### A small window of the routed layout

Window x 61 to 81, y 16 to 36 um. Cells in grey, sequential cells in the stronger grey; small squares are vias.
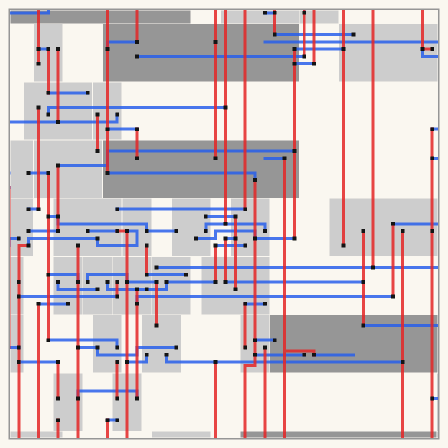
### Routing congestion map

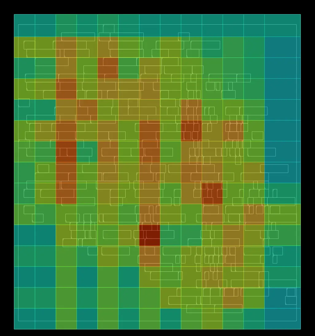
### Sequential cells grouped by signal name

Scale: 4 px per um. Other sequential cells in the stronger grey, the rest of the logic in the fainter grey.
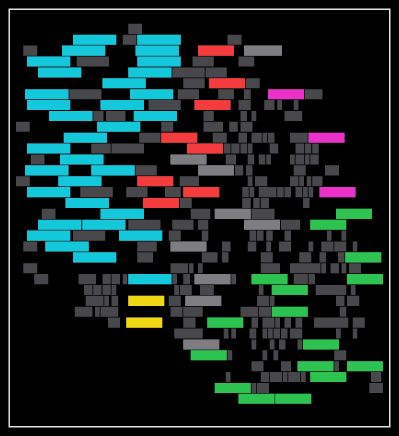
### Routed metal, one colour a layer

Scale: 4 px per um.
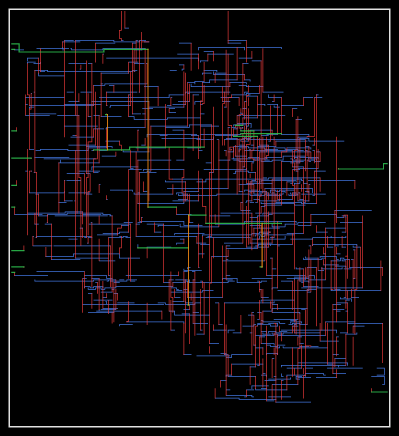
### Clock wires, drivers and flops

Scale: 3 px per um.
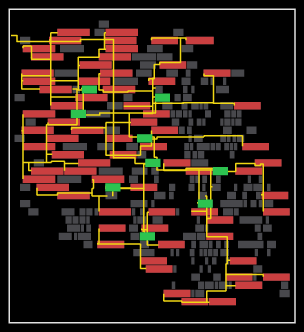
--- src/rtl/uart_pkg.sv ---
`default_nettype none
// +----------------------------------------------------------------------------+
// | Module   : uart_pkg                                                         |
// | Brief    : Shared UART state encodings, parity modes and baud arithmetic.   |
// | Revision : 1.0                                                              |
// +----------------------------------------------------------------------------+
package uart_pkg;

  typedef enum logic [2:0] {
    ST_IDLE   = 3'd0,
    ST_START  = 3'd1,
    ST_DATA   = 3'd2,
    ST_PARITY = 3'd3,
    ST_STOP   = 3'd4
  } tx_state_t;

  localparam int PAR_NONE = 0;
  localparam int PAR_EVEN = 1;
  localparam int PAR_ODD  = 2;

  // Clocks per bit; truncating division, shared with the receiver.
  function automatic int baud_ticks(input int clk_freq, input int baud_rate);
    return clk_freq / baud_rate;
  endfunction

endpackage
`default_nettype wire

--- src/rtl/uart_tx_fifo.sv ---
`default_nettype none
// +----------------------------------------------------------------------------+
// | Module   : uart_tx_fifo                                                     |
// | Brief    : Small synchronous FIFO buffering bytes ahead of the serialiser.  |
// | Revision : 1.0                                                              |
// +----------------------------------------------------------------------------+
module uart_tx_fifo #(
  parameter int FIFO_DEPTH = 4,
  parameter int WIDTH      = 8
) (
  input  logic                             clk,
  input  logic                             reset_n,
  input  logic                             wr_en,
  input  logic [WIDTH-1:0]                 wr_data,
  input  logic                             rd_en,
  output logic [WIDTH-1:0]                 rd_data,
  output logic                             full,
  output logic                             empty,
  output logic [$clog2(FIFO_DEPTH+1)-1:0]  count
);

  localparam int c_aw = (FIFO_DEPTH > 1) ? $clog2(FIFO_DEPTH) : 1;
  localparam int c_cw = $clog2(FIFO_DEPTH + 1);
  localparam logic [c_cw-1:0] c_full_count = c_cw'(FIFO_DEPTH);

  generate
    if ((FIFO_DEPTH < 2) || ((FIFO_DEPTH & (FIFO_DEPTH - 1)) != 0)) begin : g_depth_check
      $error("uart_tx_fifo: FIFO_DEPTH must be a power of 2 and at least 2");
    end
  endgenerate

  logic [WIDTH-1:0] r_mem [FIFO_DEPTH];
  logic [c_aw-1:0]  r_wr_ptr;
  logic [c_aw-1:0]  r_rd_ptr;
  logic [c_cw-1:0]  r_count;
  logic             w_push;
  logic             w_pop;

  assign full    = (r_count == c_full_count);
  assign empty   = (r_count == '0);
  assign count   = r_count;
  assign rd_data = r_mem[r_rd_ptr];

  // A pop on the same edge does not make room for a write while full.
  assign w_push = wr_en && !full;
  assign w_pop  = rd_en && !empty;

  always_ff @(posedge clk or negedge reset_n) begin
    if (!reset_n) begin
      r_wr_ptr <= '0;
      r_rd_ptr <= '0;
      r_count  <= '0;
    end else begin
      if (w_push) r_wr_ptr <= r_wr_ptr + 1'b1;
      if (w_pop)  r_rd_ptr <= r_rd_ptr + 1'b1;
      case ({w_push, w_pop})
        2'b10:   r_count <= r_count + 1'b1;
        2'b01:   r_count <= r_count - 1'b1;
        default: r_count <= r_count;
      endcase
    end
  end

  always_ff @(posedge clk) begin
    if (w_push) r_mem[r_wr_ptr] <= wr_data;
  end

endmodule
`default_nettype wire

--- src/rtl/uart_tx.sv ---
`default_nettype none
// +----------------------------------------------------------------------------+
// | Module   : uart_tx                                                          |
// | Brief    : FIFO-buffered 8-bit UART transmitter, optional parity, 1/2 stop. |
// | Revision : 1.0                                                              |
// +----------------------------------------------------------------------------+
module uart_tx
  import uart_pkg::*;
#(
  parameter int CLK_FREQ   = 100_000_000,
  parameter int BAUD_RATE  = 115200,
  parameter int PARITY     = 0,
  parameter int STOP_BITS  = 1,
  parameter int FIFO_DEPTH = 4
) (
  input  logic       clk,
  input  logic       reset_n,
  input  logic [7:0] tx_data,
  input  logic       tx_valid,
  output logic       tx_ready,
  output logic       tx_serial,
  output logic       tx_busy
);

  localparam int              c_baud_ticks = baud_ticks(CLK_FREQ, BAUD_RATE);
  localparam logic [15:0]     c_bit_last   = 16'(c_baud_ticks - 1);
  localparam logic [2:0]      c_stop_last  = 3'(STOP_BITS - 1);
  localparam int              c_cw         = $clog2(FIFO_DEPTH + 1);

  generate
    if ((PARITY < PAR_NONE) || (PARITY > PAR_ODD) || (STOP_BITS < 1) || (STOP_BITS > 2)
        || (c_baud_ticks < 1)) begin : g_param_check
      $error("uart_tx: PARITY must be 0..2, STOP_BITS 1 or 2, CLK_FREQ >= BAUD_RATE");
    end
  endgenerate

  tx_state_t         r_state;
  logic [15:0]       r_bit_timer;
  logic [2:0]        r_bit_index;
  logic [7:0]        r_shift;
  logic              r_serial;

  logic              w_full;
  logic              w_empty;
  logic [c_cw-1:0]   w_count;
  logic [7:0]        w_head;
  logic              w_bit_end;
  logic              w_stop_done;
  logic              w_pop;
  logic              w_parity;

  assign w_bit_end   = (r_bit_timer == c_bit_last);
  assign w_stop_done = w_bit_end && (r_bit_index == c_stop_last);
  assign w_parity    = (PARITY == PAR_ODD) ? ~^r_shift : ^r_shift;

  // Pops happen only when a new frame is launched, from IDLE or straight out of STOP.
  always_comb begin
    w_pop = 1'b0;
    case (r_state)
      ST_IDLE: w_pop = (w_count != '0);
      ST_STOP: w_pop = w_stop_done && (w_count != '0);
      default: w_pop = 1'b0;
    endcase
  end

  uart_tx_fifo #(
    .FIFO_DEPTH (FIFO_DEPTH),
    .WIDTH      (8)
  ) u_fifo (
    .clk     (clk),
    .reset_n (reset_n),
    .wr_en   (tx_valid && tx_ready),
    .wr_data (tx_data),
    .rd_en   (w_pop),
    .rd_data (w_head),
    .full    (w_full),
    .empty   (w_empty),
    .count   (w_count)
  );

  always_ff @(posedge clk or negedge reset_n) begin
    if (!reset_n) begin
      r_state     <= ST_IDLE;
      r_bit_timer <= '0;
      r_bit_index <= '0;
      r_shift     <= '0;
      r_serial    <= 1'b1;
    end else begin
      r_bit_timer <= w_bit_end ? 16'd0 : r_bit_timer + 16'd1;
      case (r_state)
        ST_IDLE: begin
          r_bit_timer <= '0;
          r_serial    <= 1'b1;
          if (w_pop) begin
            r_shift  <= w_head;
            r_serial <= 1'b0;
            r_state  <= ST_START;
          end
        end
        ST_START: begin
          if (w_bit_end) begin
            r_bit_index <= '0;
            r_serial    <= r_shift[0];
            r_state     <= ST_DATA;
          end
        end
        ST_DATA: begin
          if (w_bit_end) begin
            if (r_bit_index == 3'd7) begin
              r_bit_index <= '0;
              if (PARITY != PAR_NONE) begin
                r_serial <= w_parity;
                r_state  <= ST_PARITY;
              end else begin
                r_serial <= 1'b1;
                r_state  <= ST_STOP;
              end
            end else begin
              r_bit_index <= r_bit_index + 3'd1;
              r_serial    <= r_shift[r_bit_index + 3'd1];
            end
          end
        end
        ST_PARITY: begin
          if (w_bit_end) begin
            r_bit_index <= '0;
            r_serial    <= 1'b1;
            r_state     <= ST_STOP;
          end
        end
        ST_STOP: begin
          if (w_bit_end) begin
            if (!w_stop_done) begin
              r_bit_index <= r_bit_index + 3'd1;
            end else begin
              r_bit_index <= '0;
              if (w_pop) begin
                r_shift  <= w_head;
                r_serial <= 1'b0;
                r_state  <= ST_START;
              end else begin
                r_state  <= ST_IDLE;
              end
            end
          end
        end
        default: begin
          r_serial <= 1'b1;
          r_state  <= ST_IDLE;
        end
      endcase
    end
  end

  assign tx_serial = r_serial;
  assign tx_ready  = !w_full;
  assign tx_busy   = (r_state != ST_IDLE) || !w_empty;

endmodule
`default_nettype wire
--- config.mk ---
export PLATFORM = sky130hd
export DESIGN_NAME = uart_tx
export DESIGN_NICKNAME = d
export VERILOG_FILES = /design/src/rtl/uart_pkg.sv /design/src/rtl/uart_tx_fifo.sv /design/src/rtl/uart_tx.sv
export SDC_FILE = /design/constraint.sdc
export NUM_CORES = 1
export LEC_CHECK = 0
export CORE_ASPECT_RATIO = 1.1
export CORE_UTILIZATION = 35
export CTS_CLUSTER_SIZE = 14
export DETAILED_ROUTE_END_ITERATION = 10
export PLACE_DENSITY = 0.53
export SLEW_MARGIN = 30
export SYNTH_ARGS = -nofsm -noshare
export SYNTH_HDL_FRONTEND = slang
export SYNTH_SLANG_ARGS = --single-unit
--- constraint.sdc ---
create_clock -name clk -period 3.05 [get_ports clk]
set_clock_uncertainty 0.2 [all_clocks]
set_input_delay 0.4575 -clock clk [delete_from_list [all_inputs] [get_ports clk]]
set_output_delay 0.4575 -clock clk [all_outputs]
set_load 0.01 [all_outputs]
==> flow_summary.toml <==
# flow metrics
[status]
status = "completed"

[min_path]
hold_path_class = "flop to flop"
min_path_cells = 1

[clock_network]
cts_tree = "yes"
clockRootBuffer = "clkbuf_8"
cts_sinks = 70
htree_levels = 3
ctsLongestPathBuffers = 2
cts-buffers-inserted = 9

[place]
place_congestion = 0.751
dp_cells = 374
port_buffers = 13
hpwl_um = 3950
dp_slack_ns = 0.229

[layout]
mostFrequentLayoutCell = "dfrtp_1"
logic_gates = 161
area_growth_pct = 13.4
drive_above_1_share_pct = 16.6
fillers = 857
nNetsFinal = 293
mostFrequentLayoutCells = "dfrtp_1, edfxtp_1, nor2_1"
combGateArea_um2 = 1300
antennaDiodeCount = 0
largest_class = "flip-flops and latches"
inv_count = 13
clkCellAreaFrac_pct = 4.93
seq_cells = 70
stdcell_area_um2 = 3750
n_all_buffers = 17

[pwr]
powerDensity_nw_per_um2 = 570
p_leak_nw = 1.48
finalPower_w = 0.00214

[yosys]
ys_sh_aoi_pct = 5.37
ys_sh_adder_pct = 4.01
ys_sh_xor_pct = 5.56
ys.flop_type = "dfrtp_1"
avgSynthCellArea_um2 = 13.1
synth_nets = 274
yosysUniqueCellTypes = 47
yosys.area_share.simple_pct = 13.5
synth_top_area_share_pct = 29.0
yosys_register_bits = 70
synth_warnings = 0
muxShareOfSynthArea_pct = 11.0
netlist_instances = 253
ys_seq_share_pct = 57.8
ys_top_cells_by_area = "edfxtp_1, dfrtp_1, mux4_2"
yosys-dominant-comb-family = "simple AND/OR/NAND/NOR gates"
synth_area_leader_cell = "edfxtp_1"
edf_count = 32

[critical_path]
crit_fanout = 8
crit_cells = 12
critPathKind = "flop to flop"
slowest_stage = "dfrtp_1"
arrival_ns = 2.88
cp-end-kind = "flop"
crit_required_ns = 3.11
path_cells = "ha_1, and4_1, nand4_4, o21ai_4, nand2_4, inv_1, ha_1, inv_1, fa_1, xor2_1, nor2_1, xor2_1"
cp-start-kind = "flop"
critical_path_buf_inv_count = 2
ff2ff_path_depth = 12

[timing]
holdWs_ns = 0.307
setup_slack_ns = 0.233
setup_viol = 0
fin_tns_setup_ns = 0
period_needed_ns = 2.82
drv_slew = 0
maxSlewHeadroom_pct = 58.4
rsz0062_at_grt = "no"
period_used_pct = 92.4
tightest_slew_ns = 0.623
finalHoldViolations = 0

[grt]
grt_pass1_vias = 1939
gr-total-overflow = 0
grt_max_degree = 39
grt_pass1_wl_um = 9780
antenna_found_initial = 0

[floorplanning]
ios = 14
initial_utilization_pct = 36.7
row_count = 36
tap_cells = 114
core_um2 = 9010
dieArea_um2 = 9850
fp.dieW_um = 94.7

[flow_run]
warning_count = 30
drv_cap = 0

[routing]
drt-vias-per-instance = 4.99
drc = 0
firstDrtPassIters = 4
drt_first_iter_violations = 90
-- 'A small window of the routed layout' (at the start) --
legend:
  metal 1:
    colour: blue
  metal 2:
    colour: red
netlist names of flops here include: r_bit_timer (3)
sequential cells in the window: 3
most frequent: nor2_1 (6), nand3_1 (4)
cells with their middle in the window: 24

-- 'Routing congestion map' (at the start) --
global-route met1 utilization: 17.5%
Avg WL per Cell: 14.7 um

-- 'Sequential cells grouped by signal name' (at the start) --
legend:
  r_bit_index:
    colour: magenta
    flops: 3
  u_fifo.r_mem:
    colour: cyan
    flops: 32
  r_bit_timer:
    colour: green
    flops: 16
  u_fifo.r_wr_ptr:
    colour: yellow
    flops: 2
  r_shift:
    colour: red
    flops: 8
not coloured: 9
Seq area share: 51.0%
Flop area: 1910 um2
final core utilization: 41.7%
Flop+latch power: 0.00117 W

-- 'Routed metal, one colour a layer' (at the start) --
legend:
  metal 2:
    colour: red
    wire_length: 2,800 um
  metal 3:
    colour: green
    wire_length: 163 um
  metal 1:
    colour: blue
    wire_length: 2,720 um
  metal 4:
    colour: orange
    wire_length: 81.6 um
Total Routing Usage GR: 13.1%
Via Count: 1,951
final wirelength: 5760 um

-- 'Clock wires, drivers and flops' (at the start) --
legend:
  clock drivers:
    colour: green
    count: 9
  clock wires:
    colour: yellow
    length: 920 um
  flip-flops:
    colour: red
    count: 70
flops lie: all over the die
clk pwr: 0.000707 W
worst-skew pair later-pin latency: 0.35 ns

==> cell usage after synthesis, types with 4 or more instances <==
library cell,count
a21oi_1,7
and3_1,7
clkbuf_1,4
mux4_2,8
xnor2_1,10
inv_1,13
o21ai_0,6
nor3_1,8
mux2_4,8
ha_1,9
nand3_1,13
dfrtp_1,37
edfxtp_1,32
xor2_1,11
nor2_1,25
o22ai_1,5
nand2_1,13
==> power breakdown <==
part / internal, W / total (W) / switching [W] / leakage (nW)
combinational: 0.000112 / 0.000269 / 0.000157 / 0.621
sequential: 0.00112 / 0.00117 / 0.0000501 / 0.771
clock: 0.000310 / 0.000707 / 0.000396 / 0.0888
==> path summary, 6_finish.rpt <==
path	end	from	slack, ns
worst max-delay path	u_fifo.count[2]	r_bit_timer[0]	0.23
worst min-delay path	r_bit_timer[0]	r_bit_timer[0]	0.31
worst max register to register	u_fifo.count[2]	r_bit_timer[0]	0.23
worst min register to register	r_bit_timer[0]	r_bit_timer[0]	0.31
max in group asynchronous	tx_serial	reset_n	1.88
min in group asynchronous	r_bit_index[2]	reset_n	0.41
==> sequential cells by signal (all words and copies together) (netlist names) <==
| name | cells |
|---|---|
| u_fifo.r_rd_ptr | 2 |
| u_fifo.count | 3 |
| r_bit_index | 3 |
| u_fifo.r_mem | 32 |
| tx_serial | 1 |
| r_state | 3 |
| u_fifo.r_wr_ptr | 2 |
| r_bit_timer | 16 |
| r_shift | 8 |
==> repair_timing <==
action | in CTS | in global routing
setup buffers | 0 | 0
endpoints found under the hold margin | 0 | 37
hold buffers | 0 | 1
resized | 0 | 0
==> layer usage <==
metal	vias to the layer above	track usage, %	wire [um]
li1	949	-	-
met2	29	20.1	2800
met1	964	17.5	2720
met5	-	0	0
met3	9	3.58	162
met4	0	5.19	81
Power is estimated from default activity; no workload was simulated.
